--- src/rtl/qspi_bus_arbiter.sv ---
// qspi_bus_arbiter
//   Shares one QSPI bus and flash controller between two read requesters.
//   Requester 0 (video) has priority and can preempt requester 1. The block
//   sequences the controller start/continue/stop pulses, steers the
//   controller's chip select onto flash / RAM A / RAM B, and keeps every
//   chip select high for at least GAP_CYCLES cycles between transactions.
// Ports
//   clk, rst                  clock, synchronous active-high reset
//   rN_req/target/addr        level request, target (3 = invalid), start address
//   rN_next, rN_done          owner pulses: next word / release bus
//   rN_grant, r1_preempt      ownership flags, requester-1 abort pulse
//   ctrl_start/continue/stop  pulses to the flash controller
//   ctrl_addr                 address latched at grant, held for the transaction
//   ctrl_busy, ctrl_select    controller status and active-low select
//   cs_flash/ram_a/ram_b      steered active-low chip selects
module qspi_bus_arbiter #(
  parameter int ADDR_BITS  = 24,
  parameter int GAP_CYCLES = 2
) (
  input  logic                 clk,
  input  logic                 rst,
  input  logic                 r0_req,
  input  logic [1:0]           r0_target,
  input  logic [ADDR_BITS-1:0] r0_addr,
  input  logic                 r0_next,
  input  logic                 r0_done,
  input  logic                 r1_req,
  input  logic [1:0]           r1_target,
  input  logic [ADDR_BITS-1:0] r1_addr,
  input  logic                 r1_next,
  input  logic                 r1_done,
  output logic                 r0_grant,
  output logic                 r1_grant,
  output logic                 r1_preempt,
  output logic                 ctrl_start,
  output logic                 ctrl_continue,
  output logic                 ctrl_stop,
  output logic [ADDR_BITS-1:0] ctrl_addr,
  input  logic                 ctrl_busy,
  input  logic                 ctrl_select,
  output logic                 cs_flash,
  output logic                 cs_ram_a,
  output logic                 cs_ram_b
);

  localparam int CW = (GAP_CYCLES < 2) ? 1 : $clog2(GAP_CYCLES + 1);

  typedef enum logic [2:0] {S_IDLE, S_START, S_ACTIVE, S_STOP, S_GAP} state_t;

  state_t               state, state_nxt;
  logic                 owner, owner_nxt;
  logic [1:0]           target, target_nxt;
  logic [ADDR_BITS-1:0] addr_nxt;
  logic [CW-1:0]        gap_cnt, gap_nxt;
  logic                 stop_sent;
  logic                 preempt_nxt;

  logic r0_ok, r1_ok, own_next, own_done, cs_on;

  // Target 3 is never granted and must not shadow the other requester.
  assign r0_ok    = r0_req && (r0_target != 2'd3);
  assign r1_ok    = r1_req && (r1_target != 2'd3);
  assign own_next = owner ? r1_next : r0_next;
  assign own_done = owner ? r1_done : r0_done;

  always_comb begin
    state_nxt   = state;
    owner_nxt   = owner;
    target_nxt  = target;
    addr_nxt    = ctrl_addr;
    gap_nxt     = gap_cnt;
    preempt_nxt = 1'b0;
    case (state)
      S_IDLE: begin
        if (r0_ok) begin
          owner_nxt  = 1'b0;
          target_nxt = r0_target;
          addr_nxt   = r0_addr;
          state_nxt  = S_START;
        end else if (r1_ok) begin
          owner_nxt  = 1'b1;
          target_nxt = r1_target;
          addr_nxt   = r1_addr;
          state_nxt  = S_START;
        end
      end
      S_START: state_nxt = S_ACTIVE;
      S_ACTIVE: begin
        // A requester-1 done that coincides with r0_req is a normal release.
        if (own_done) begin
          state_nxt = S_STOP;
        end else if (owner && r0_ok) begin
          preempt_nxt = 1'b1;
          state_nxt   = S_STOP;
        end
      end
      S_STOP: begin
        if (!ctrl_busy) begin
          gap_nxt   = CW'(GAP_CYCLES);
          state_nxt = S_GAP;
        end
      end
      S_GAP: begin
        if (gap_cnt <= CW'(1)) state_nxt = S_IDLE;
        else                   gap_nxt   = gap_cnt - CW'(1);
      end
      default: state_nxt = S_IDLE;
    endcase
  end

  always_ff @(posedge clk) begin
    if (rst) begin
      state      <= S_IDLE;
      owner      <= 1'b0;
      target     <= 2'd0;
      ctrl_addr  <= '0;
      gap_cnt    <= '0;
      stop_sent  <= 1'b0;
      r1_preempt <= 1'b0;
    end else begin
      state      <= state_nxt;
      owner      <= owner_nxt;
      target     <= target_nxt;
      ctrl_addr  <= addr_nxt;
      gap_cnt    <= gap_nxt;
      stop_sent  <= (state == S_STOP);
      r1_preempt <= preempt_nxt;
    end
  end

  assign ctrl_start    = (state == S_START);
  // Stop is issued once on STOP entry, however long the controller stays busy.
  assign ctrl_stop     = (state == S_STOP) && !stop_sent;
  assign ctrl_continue = (state == S_ACTIVE) && own_next;
  assign r0_grant      = (state == S_ACTIVE) && !owner;
  assign r1_grant      = (state == S_ACTIVE) && owner;

  assign cs_on    = (state == S_START) || (state == S_ACTIVE) || (state == S_STOP);
  assign cs_flash = (cs_on && target == 2'd0) ? ctrl_select : 1'b1;
  assign cs_ram_a = (cs_on && target == 2'd1) ? ctrl_select : 1'b1;
  assign cs_ram_b = (cs_on && target == 2'd2) ? ctrl_select : 1'b1;

endmodule

--- config.mk ---
export PLATFORM = sky130hd
export DESIGN_NAME = qspi_bus_arbiter
export DESIGN_NICKNAME = d
export VERILOG_FILES = /design/src/rtl/qspi_bus_arbiter.sv
export SDC_FILE = /design/constraint.sdc
export NUM_CORES = 1
export LEC_CHECK = 0
export CAP_MARGIN = 20
export CORE_ASPECT_RATIO = 0.5
export CORE_MARGIN = 5
export CORE_UTILIZATION = 35
export CTS_BUF_LIST = sky130_fd_sc_hd__clkbuf_8 sky130_fd_sc_hd__clkbuf_16
export CTS_CLUSTER_SIZE = 40
export DETAILED_ROUTE_END_ITERATION = 8
export GPL_TIMING_DRIVEN = 0
export HOLD_SLACK_MARGIN = 0.08
export PLACE_DENSITY_LB_ADDON = 0.05
export SETUP_SLACK_MARGIN = 0.5
export SYNTH_ARGS = -nofsm -noshare
export SYNTH_HDL_FRONTEND = slang
export SYNTH_SLANG_ARGS = --single-unit
--- constraint.sdc ---
create_clock -name clk -period 1.37 [get_ports clk]
set_input_delay 0.137 -clock clk [delete_from_list [all_inputs] [get_ports clk]]
set_output_delay 0.137 -clock clk [all_outputs]
set_load 0.03 [all_outputs]
### Gate families picked out

Scale: 4 px per um.
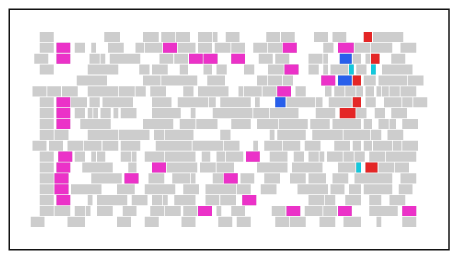
[multiplexers] magenta | cells: 28 | most used: mux2i_1 | where: all over the die
[inverters] cyan | cells: 3 | most used: inv_1
[AND and OR gates] red | cells: 6 | most used: or3_1
[AND-OR and OR-AND gates] blue | cells: 3

==> metrics.cfg <==
[yosys]
synth-xor-area-share_pct=0
avgSynthCellArea_sq_um=9.742
yosysWarnings=0
synthFlopType=dfxtp_1
postSynthRegisterBits=34
netlist_area_sq_um=1734
synthMuxAreaShare_pct=16.23

[worst_setup_path]
crit_path_start=state[1]
r2r_start=state[1]
crit_arrival_ns=1.70
r2r_end=state[0]
cp.depth=5

[worst_hold_path]
min_to=state[1]

[timing]
fin_hold_ws_ns=0.3059
finalSetupViolations=38
setup_ws_ns=-0.1789
final_max_slew_viol_count=0

[pwr]
pwr-share-comb_pct=56.7
finalPower_mw=5.079
powerClk_mw=0.767
p_sw_share_pct=37.69
power.net_switching_mw=1.915

[floorplanning]
rows=18
io_pins=95
dieWidth_um=109.5

[outcome]
violations=setup timing
status=finished, violations left

[grt]
grt.busiest_layer=met2
grt_pass1_wl_um=8162

[finish]
registers.top_by_ff_count=ctrl_addr
final_nets=367
utilization_pct=70.47
logic_gate_count=125

[detailed_routing]
drt_wl_total_um=5366

[cts]
cts_resized=268
cts_tree=built

### Routed metal per tile

Scale: 3 px per um. 22 x 12 tiles, from dark purple (low) to yellow (high), scaled to the fullest tile. Values are wire area over tile area, all layers added.
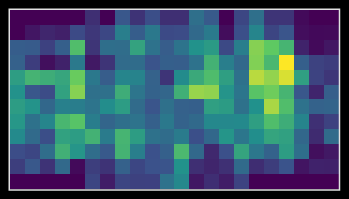
mean over tiles: 0.13
fullest tile: 0.38
emptiest ninth of the die: north-west
tiles over half the peak: 24%
nearly empty tiles: 8.0%

Power is estimated from default activity; no workload was simulated.
